File: src/rtl/vga_pkg.sv
// Shared definitions for the VGA timing generator: pattern codes, bar colours
// and a width helper for counters sized from their terminal counts.
package vga_pkg;

    typedef logic [11:0] rgb_t;

    localparam logic [1:0] PAT_BLACK = 2'd0;
    localparam logic [1:0] PAT_BARS  = 2'd1;
    localparam logic [1:0] PAT_CHECK = 2'd2;
    localparam logic [1:0] PAT_EXT   = 2'd3;

    // Bar colours, index 0 (leftmost bar) in the least significant slot.
    localparam logic [7:0][11:0] BAR_TABLE = {
        12'h000, 12'h00F, 12'hF00, 12'hF0F,
        12'h0F0, 12'h0FF, 12'hFF0, 12'hFFF
    };

    // Bits needed to hold 0..n-1, never less than one.
    function automatic int cnt_width(input int n);
        return (n > 1) ? $clog2(n) : 1;
    endfunction

endpackage

File: src/rtl/vga_axis_cnt.sv
// One raster axis: position counter plus active-region and sync decode.
// Instantiated once for the horizontal axis and once for the vertical axis.
module vga_axis_cnt
    import vga_pkg::*;
#(
    parameter int  ACTIVE = 640,
    parameter int  FP     = 16,
    parameter int  SYNC   = 96,
    parameter int  BP     = 48,
    parameter bit  POL    = 1'b0,
    localparam int TOTAL  = ACTIVE + FP + SYNC + BP,
    localparam int W      = cnt_width(TOTAL)
) (
    input  logic         clk,
    input  logic         i_sclr_n,
    input  logic         i_step,
    output logic [W-1:0] o_cnt,
    output logic         o_last,
    output logic         o_active,
    output logic         o_sync
);

    logic [W-1:0] r_cnt;
    logic         w_last;

    assign w_last = (r_cnt == W'(TOTAL - 1));

    // Advance the position on each step, wrapping after the last position.
    always_ff @(posedge clk or negedge i_sclr_n) begin
        // NOTE: non-blocking so every register samples pre-edge values.
        if (!i_sclr_n) begin
            r_cnt <= '0;
        end else if (i_step) begin
            r_cnt <= w_last ? '0 : r_cnt + W'(1);
        end
    end

    // Compare in 32 bits so a region edge equal to TOTAL cannot truncate.
    assign o_active = (int'(r_cnt) < ACTIVE);
    assign o_sync   = (int'(r_cnt) >= ACTIVE + FP && int'(r_cnt) < ACTIVE + FP + SYNC)
                      ? POL : ~POL;
    assign o_cnt    = r_cnt;
    assign o_last   = w_last;

endmodule

File: src/rtl/vga_timing_gen.sv
// VGA timing and test-pattern generator. Stage 0 holds the raster counters
// (also the request coordinate for an external source); stage 1 registers
// sync, active flag, coordinate and colour one pixel later.
module vga_timing_gen
    import vga_pkg::*;
#(
    parameter int  H_ACTIVE = 640,
    parameter int  H_FP     = 16,
    parameter int  H_SYNC   = 96,
    parameter int  H_BP     = 48,
    parameter int  V_ACTIVE = 480,
    parameter int  V_FP     = 10,
    parameter int  V_SYNC   = 2,
    parameter int  V_BP     = 33,
    parameter bit  HS_POL   = 1'b0,
    parameter bit  VS_POL   = 1'b0,
    parameter int  PX_DIV   = 4,
    localparam int HW       = cnt_width(H_ACTIVE + H_FP + H_SYNC + H_BP),
    localparam int VW       = cnt_width(V_ACTIVE + V_FP + V_SYNC + V_BP)
) (
    input  logic          clk,
    input  logic          i_sclr_n,
    input  logic [1:0]    i_mode,
    input  logic [11:0]   i_rgb,
    output logic [HW-1:0] o_req_x,
    output logic [VW-1:0] o_req_y,
    output logic          o_px_en,
    output logic          o_hsync,
    output logic          o_vsync,
    output logic          o_de,
    output logic [HW-1:0] o_x,
    output logic [VW-1:0] o_y,
    output logic [3:0]    o_vga_red,
    output logic [3:0]    o_vga_green,
    output logic [3:0]    o_vga_blue,
    output logic          o_sof
);

    localparam int DIV_W = cnt_width(PX_DIV);
    localparam int BAR_W = H_ACTIVE / 8;
    localparam int BW    = cnt_width(BAR_W);

    logic [DIV_W-1:0] r_div;
    logic             r_px_en;
    logic [HW-1:0]    w_h_cnt;
    logic [VW-1:0]    w_v_cnt;
    logic             w_h_last, w_v_last, w_h_act, w_v_act, w_h_sync, w_v_sync;
    logic             w_v_step, w_de, w_chk;
    logic [1:0]       r_mode;
    logic [BW-1:0]    r_bar_sub;
    logic [2:0]       r_bar;
    rgb_t             w_rgb;
    logic             r_de, r_hs, r_vs;
    logic [HW-1:0]    r_x;
    logic [VW-1:0]    r_y;
    rgb_t             r_rgb;

    // Pixel strobe: one clk high every PX_DIV clks, first on the PX_DIV-th edge.
    always_ff @(posedge clk or negedge i_sclr_n) begin
        if (!i_sclr_n) begin
            r_div   <= '0;
            r_px_en <= 1'b0;
        end else if (r_div == DIV_W'(PX_DIV - 1)) begin
            r_div   <= '0;
            r_px_en <= 1'b1;
        end else begin
            r_div   <= r_div + DIV_W'(1);
            r_px_en <= 1'b0;
        end
    end

    assign w_v_step = r_px_en & w_h_last;

    vga_axis_cnt #(
        .ACTIVE (H_ACTIVE),
        .FP     (H_FP),
        .SYNC   (H_SYNC),
        .BP     (H_BP),
        .POL    (HS_POL)
    ) u_h_axis (
        .clk      (clk),
        .i_sclr_n (i_sclr_n),
        .i_step   (r_px_en),
        .o_cnt    (w_h_cnt),
        .o_last   (w_h_last),
        .o_active (w_h_act),
        .o_sync   (w_h_sync)
    );

    vga_axis_cnt #(
        .ACTIVE (V_ACTIVE),
        .FP     (V_FP),
        .SYNC   (V_SYNC),
        .BP     (V_BP),
        .POL    (VS_POL)
    ) u_v_axis (
        .clk      (clk),
        .i_sclr_n (i_sclr_n),
        .i_step   (w_v_step),
        .o_cnt    (w_v_cnt),
        .o_last   (w_v_last),
        .o_active (w_v_act),
        .o_sync   (w_v_sync)
    );

    // Latch the pattern only as stage 0 wraps to (0,0) so a frame never mixes modes.
    always_ff @(posedge clk or negedge i_sclr_n) begin
        if (!i_sclr_n) begin
            r_mode <= PAT_BLACK;
        end else if (r_px_en && w_h_last && w_v_last) begin
            r_mode <= i_mode;
        end
    end

    // Bar index tracks h_cnt / (H_ACTIVE/8) by counting pixels within each bar.
    always_ff @(posedge clk or negedge i_sclr_n) begin
        if (!i_sclr_n) begin
            r_bar_sub <= '0;
            r_bar     <= '0;
        end else if (r_px_en) begin
            if (w_h_last) begin
                r_bar_sub <= '0;
                r_bar     <= '0;
            end else if (r_bar_sub == BW'(BAR_W - 1)) begin
                r_bar_sub <= '0;
                r_bar     <= r_bar + 3'd1;
            end else begin
                r_bar_sub <= r_bar_sub + BW'(1);
            end
        end
    end

    assign w_de  = w_h_act & w_v_act;
    // Bit 5 of each coordinate; reads as zero when the counter is narrower.
    assign w_chk = (|((w_h_cnt >> 5) & HW'(1))) ^ (|((w_v_cnt >> 5) & VW'(1)));

    // Pick the colour for the stage-0 pixel; blanking forces black.
    always_comb begin
        // NOTE: default first so every path assigns w_rgb and no latch is inferred.
        w_rgb = 12'h000;
        if (w_de) begin
            case (r_mode)
                PAT_BARS:  w_rgb = BAR_TABLE[r_bar];
                PAT_CHECK: w_rgb = w_chk ? 12'hFFF : 12'h000;
                PAT_EXT:   w_rgb = i_rgb;
                default:   w_rgb = 12'h000;
            endcase
        end
    end

    // Stage 1: capture the stage-0 pixel on each strobe and hold it in between.
    always_ff @(posedge clk or negedge i_sclr_n) begin
        if (!i_sclr_n) begin
            r_de  <= 1'b0;
            r_hs  <= ~HS_POL;
            r_vs  <= ~VS_POL;
            r_x   <= '0;
            r_y   <= '0;
            r_rgb <= '0;
        end else if (r_px_en) begin
            r_de  <= w_de;
            r_hs  <= w_h_sync;
            r_vs  <= w_v_sync;
            r_x   <= w_h_cnt;
            r_y   <= w_v_cnt;
            r_rgb <= w_rgb;
        end
    end

    assign o_req_x     = w_h_cnt;
    assign o_req_y     = w_v_cnt;
    assign o_px_en     = r_px_en;
    assign o_sof       = r_px_en && (w_h_cnt == '0) && (w_v_cnt == '0);
    assign o_hsync     = r_hs;
    assign o_vsync     = r_vs;
    assign o_de        = r_de;
    assign o_x         = r_x;
    assign o_y         = r_y;
    assign o_vga_red   = r_rgb[11:8];
    assign o_vga_green = r_rgb[7:4];
    assign o_vga_blue  = r_rgb[3:0];

endmodule
File: config.mk
export PLATFORM = sky130hd
export DESIGN_NAME = vga_timing_gen
export DESIGN_NICKNAME = d
export VERILOG_FILES = /design/src/rtl/vga_pkg.sv /design/src/rtl/vga_axis_cnt.sv /design/src/rtl/vga_timing_gen.sv
export SDC_FILE = /design/constraint.sdc
export NUM_CORES = 1
export LEC_CHECK = 0
export ABC_AREA = 0
export CORE_UTILIZATION = 50
export CTS_CLUSTER_SIZE = 20
export DETAILED_ROUTE_END_ITERATION = 12
export PLACE_DENSITY = 0.89
export REMOVE_ABC_BUFFERS = 1
export SKIP_CTS_REPAIR_TIMING = 1
export SYNTH_ARGS = -nofsm -noshare
export SYNTH_HDL_FRONTEND = slang
export SYNTH_SLANG_ARGS = --single-unit
export TNS_END_PERCENT = 10
File: constraint.sdc
create_clock -name clk -period 2.39 [get_ports clk]
set_clock_uncertainty 0.2 [all_clocks]
set_input_delay 0.3585 -clock clk [delete_from_list [all_inputs] [get_ports clk]]
set_output_delay 0.3585 -clock clk [all_outputs]
set_load 0.02 [all_outputs]
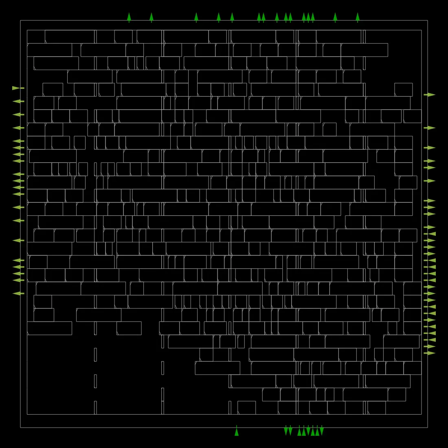
**Above:** run 1 (placement view).
fin util: 70.3%
num rows: 29

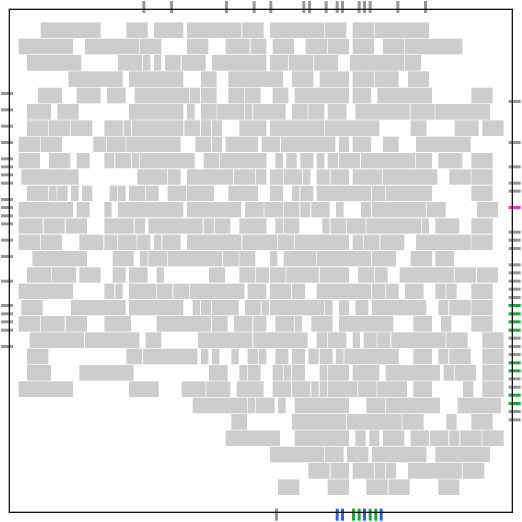
**Above:** run 1 (ports around the boundary).
(6 px per µm) Pins as bars across the die edge, other pins in grey.
Magenta marks o_vsync, pins 1, direction output, edge right. Blue marks o_vga_blue, pins 4, direction output, edge bottom. Green marks i_rgb, pins 12, direction input, edge 8 right, 4 bottom.
All pins by edge: 29 right, 20 left, 15 top, 9 bottom.
die span in y: 83.6 µm
Port Buf Inserts: 72
die extent in x: 83.6 µm

==> metrics.csv, run 1 <==
metric,value,unit
number of non-clock inverters,10,
total track usage,23.3,%
DRT antenna net count,0,
register name with the most flops,r_rgb,
busiest layer in global routing,met2,
Syn Inst Count,280,
Worst Setup Start Kind,flop,
Adder Area Share,2.63,%
yosys warning tally,0,
register share of total power,54.3,%
Leak Pwr,1.92,nW
Comb gates,183,
Hold Path Depth,1,
met2 Use GR,36.5,%
Flops after synth,70,
Clock transition at path regs,70,ps
Final setup violation count,1,
failing checks,setup timing,
"area leader, netlist",dfrtp_1,
CTS tree,built,
switching power of the nets,461,µW
P_int,1.72,mW
via count,2613,
fin cells,458,
non-clk buf share,21.2,%
IO Count,73,
critical path class,flop to output port,
Final Worst Setup Slack,-152,ps
worst slack at placement,-369,ps
initial antenna violation count,0,
Tot Pwr,2.18,mW
VDD IR max,0.000464,V
status,finished with violations,
met3 WL post-DR,399,µm
Detailed Routing Iterations Pass 1,4,
Critical Path AT,1980,ps
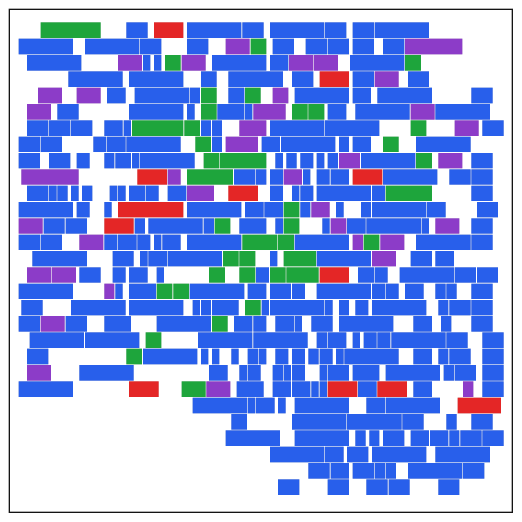
**Above:** run 1 (cells by drive strength).
(6 px per µm)
Purple marks drive 2, cells 37, share 9.7%. Green marks drive 3 to 4, cells 39, share 10%. Blue marks drive 1 or less, cells 293, share 77%. Red marks drive 6 and up, cells 12, share 3.1%.
Area Growth Syn to Fin: 34.8%
Final Worst Setup Slack: -152 ps
post-route design area: 4490 µm²
non-clock buffer count: 102

**Run 1: metal layers overlaid**

(6 px per µm) Only two layers are drawn.
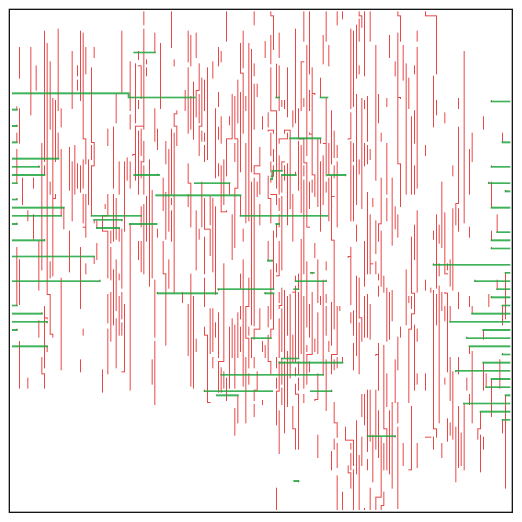

## Run 2: what changed since run 1
--- a/config.mk
+++ b/config.mk
@@ -6,10 +6,10 @@
 export NUM_CORES = 1
 export LEC_CHECK = 0
 export ABC_AREA = 0
-export CORE_UTILIZATION = 50
+export CORE_UTILIZATION = 35
 export CTS_CLUSTER_SIZE = 20
 export DETAILED_ROUTE_END_ITERATION = 12
-export PLACE_DENSITY = 0.89
+export PLACE_DENSITY = 0.69
 export REMOVE_ABC_BUFFERS = 1
 export SKIP_CTS_REPAIR_TIMING = 1
 export SYNTH_ARGS = -nofsm -noshare
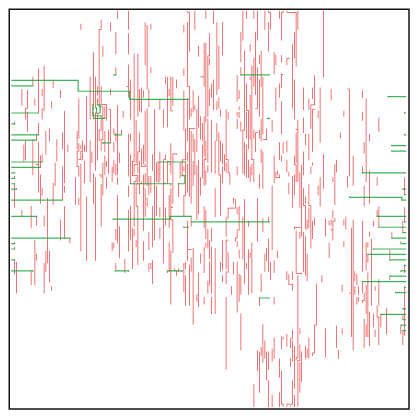
**Above:** run 2 (metal layers overlaid).
(4 px per µm) Only two layers are drawn.
Red marks met2, wire length 3390 µm. Green marks met3, wire length 336 µm.
total wire length: 7.62 mm
via count: 2549
total track usage: 16.4%
Avg WL per Cell: 15.0 µm

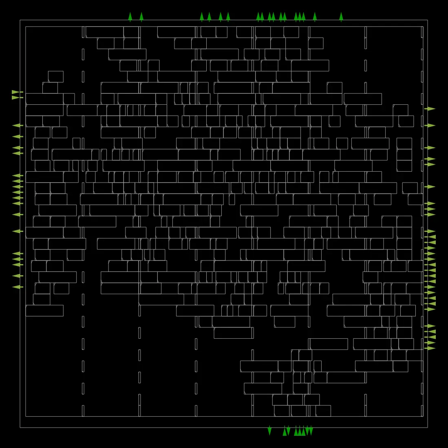
**Above:** run 2 (placement view).
# fillers: 837
fin util: 49.5%

==> run 2 against run 1 <==
Compared with the run above: the flow still finishes with violations (setup timing); sequential share of layout area fell by 0.71 points; via count is 2.4% lower; register-to-register slack gained 110 ps; first-iteration DRC count shrank 49%; clock-buffer cell count unchanged; routed wire length decreased by 1.5%; largest cell class unchanged; highest routed layer unchanged.
==> metrics.csv, run 2 <==
metric,value,unit,change
Leak Pwr,1.93,nW,+0.49%
total gr overflow,0,,
Worst EP required,1830,ps,
Final Hold Vio Count,0,,
status,finished with violations,,
CTS tree,built,,
largest net degree at the start of global routing,44,,
Pwr top,sequential cells,,
most numerous logic cell after layout,clkdlybuf4s50_1,,
Fin Setup TNS,-63.4,ps,
seq_cells,70,,
Hold Path Depth,1,,unchanged
Logic power comb,52.7,µW,
Detailed Routing Iterations Pass 1,4,,unchanged
Area Growth Syn to Fin,37.3,%,
initial antenna violation count,0,,unchanged
tool warnings,28,,
num rows,35,,+21%
VDD IR max,0.000301,V,-35%
register name with the most flops,r_rgb,,
post-route design area,4570,µm²,+1.8%
# Cells Yosys,280,,
Final setup violation count,1,,unchanged
switching power of the nets,454,µW,-1.7%
fin cells,509,,+11%
Final Worst Setup Slack,-63.4,ps,+88.7 ps
R2R depth,5,,
biggest area cells,"dfrtp_1 51%, mux2_2 7.4%, o2bb2ai_1 3.4%",,
failing checks,setup timing,,
Comb gates,183,,unchanged
Worst Setup Start Kind,flop,,
Largest register FFs,12,,
antenna cell count,0,,
Clk power,1.04,mW,
crit path max-delay cell type,or4_4,,
Port Buf Inserts,72,,unchanged
P_int,1.82,mW,+6.2%
yosys warning tally,0,,unchanged
Synth top cells by count,"68 x dfrtp_1, 22 x mux2_2, 16 x nor2_1",,
CP Depth,5,,
number of non-clock inverters,10,,unchanged
met3 WL post-DR,335,µm,-16%
non-clock buffer count,101,,-0.98%
DRT antenna net count,0,,unchanged
time the worst path needs with I/O delays and setup,2450,ps,
met2 Use GR,23.7,%,-13 points
Flops after synth,70,,unchanged
ao+oa area frac,9.55,%,
Hold Crit Class,flop to flop,,
FMAX,408,MHz,
"area leader, netlist",dfrtp_1,,
non-clk buf share,20.9,%,-0.36 points
Logic pwr share,2.3,%,
MI comb area,1450,µm²,
Critical Path AT,1890,ps,-90 ps
Tot Pwr,2.28,mW,+4.5%
critical path class,flop to output port,,
register share of total power,52.0,%,-2.3 points
Adder Area Share,2.63,%,unchanged
worst slack at placement,-363,ps,+5.82 ps
top-count cell post-synth,dfrtp_1,,
GR Util met1,23.2,%,
busiest layer in global routing,met2,,
Pins Over Slew Limit,0,,
Crit path max-delay family,simple AND/OR/NAND/NOR gates,,
core area,9240,µm²,
die span in y,99.5,µm,+19%
die extent in x,99.5,µm,+19%
xor+xnor area frac,5.00,%,
maximum fanout along the worst path,2,,
Clock transition at path regs,70,ps,about the same
Syn Inst Count,280,,unchanged
IO Count,73,,unchanged
**Run 2: cells by drive strength**

(4 px per µm)
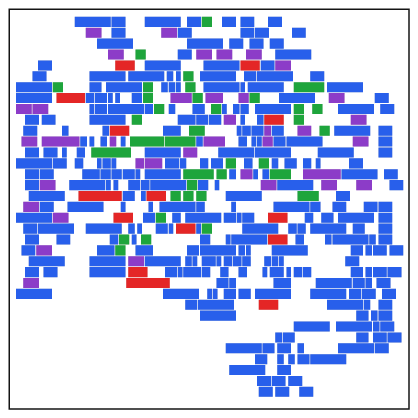

## Run 3: what changed since run 2
--- a/config.mk
+++ b/config.mk
@@ -9,9 +9,9 @@
 export CORE_UTILIZATION = 35
 export CTS_CLUSTER_SIZE = 20
 export DETAILED_ROUTE_END_ITERATION = 12
+export HOLD_SLACK_MARGIN = 0.06
 export PLACE_DENSITY = 0.69
 export REMOVE_ABC_BUFFERS = 1
-export SKIP_CTS_REPAIR_TIMING = 1
 export SYNTH_ARGS = -nofsm -noshare
 export SYNTH_HDL_FRONTEND = slang
 export SYNTH_SLANG_ARGS = --single-unit
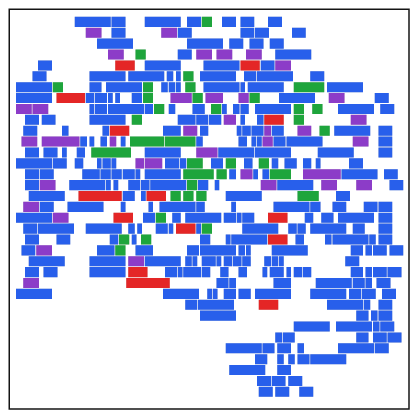
**Above:** run 3 (cells by drive strength).
(4 px per µm)
Area Growth Syn to Fin: 37.3%
post-route design area: 4570 µm²
non-clock buffer count: 101

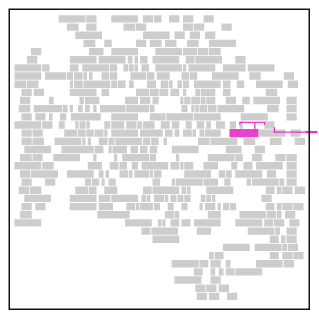
**Above:** run 3 (nets reached from selected ports).
(3 px per µm)
Magenta marks o_vsync, bits 1, direction output, edge right, end cells 1, buffers 1, wire 25.5 µm.
IO Count: 73

==> run 3 against run 2 <==
Compared with the run above: the flow still finishes with violations (setup timing); combinational power barely moved; die size unchanged; critical path depth unchanged; sequential share of layout area is the same; cell area unchanged; via count up 0.67%; non-clock buffer count did not move; critical endpoint unchanged; synthesized cell count stayed put; clock power about the same; maximum frequency is 0.59% higher.
==> metrics.csv, run 3 <==
metric,value,unit,change
Final setup violation count,1,,unchanged
Detailed Routing Iterations Pass 1,4,,unchanged
antenna cell count,0,,unchanged
via count,2566,,+0.67%
core area,9240,µm²,unchanged
Leak Pwr,1.93,nW,unchanged
Pins Over Slew Limit,0,,unchanged
die extent in x,99.5,µm,unchanged
top-count cell post-synth,dfrtp_1,,
register name with the most flops,r_rgb,,
Synth top cells by count,"68 x dfrtp_1, 22 x mux2_2, 16 x nor2_1",,
Adder Area Share,2.63,%,unchanged
failing checks,setup timing,,
largest net degree at the start of global routing,44,,unchanged
seq_cells,70,,unchanged
Logic power comb,52.5,µW,about the same
ao+oa area frac,9.55,%,unchanged
Hold Crit Class,flop to flop,,
Syn Inst Count,280,,unchanged
status,finished with violations,,
total track usage,16.4,%,+0.046 points
CP Depth,5,,unchanged
tool warnings,29,,+3.6%
xor+xnor area frac,5.00,%,unchanged
time the worst path needs with I/O delays and setup,2440,ps,-14.5 ps
Avg WL per Cell,14.8,µm,-0.89%
num rows,35,,unchanged
Final Worst Setup Slack,-48.9,ps,+14.5 ps
maximum fanout along the worst path,2,,unchanged
met2 Use GR,23.9,%,+0.16 points
Hold Path Depth,1,,unchanged
crit path max-delay cell type,or4_4,,
Crit path max-delay family,simple AND/OR/NAND/NOR gates,,
R2R depth,5,,unchanged
MI comb area,1450,µm²,unchanged
P_int,1.82,mW,about the same
Clk power,1.04,mW,about the same
Power and IR drop assume default switching activity.
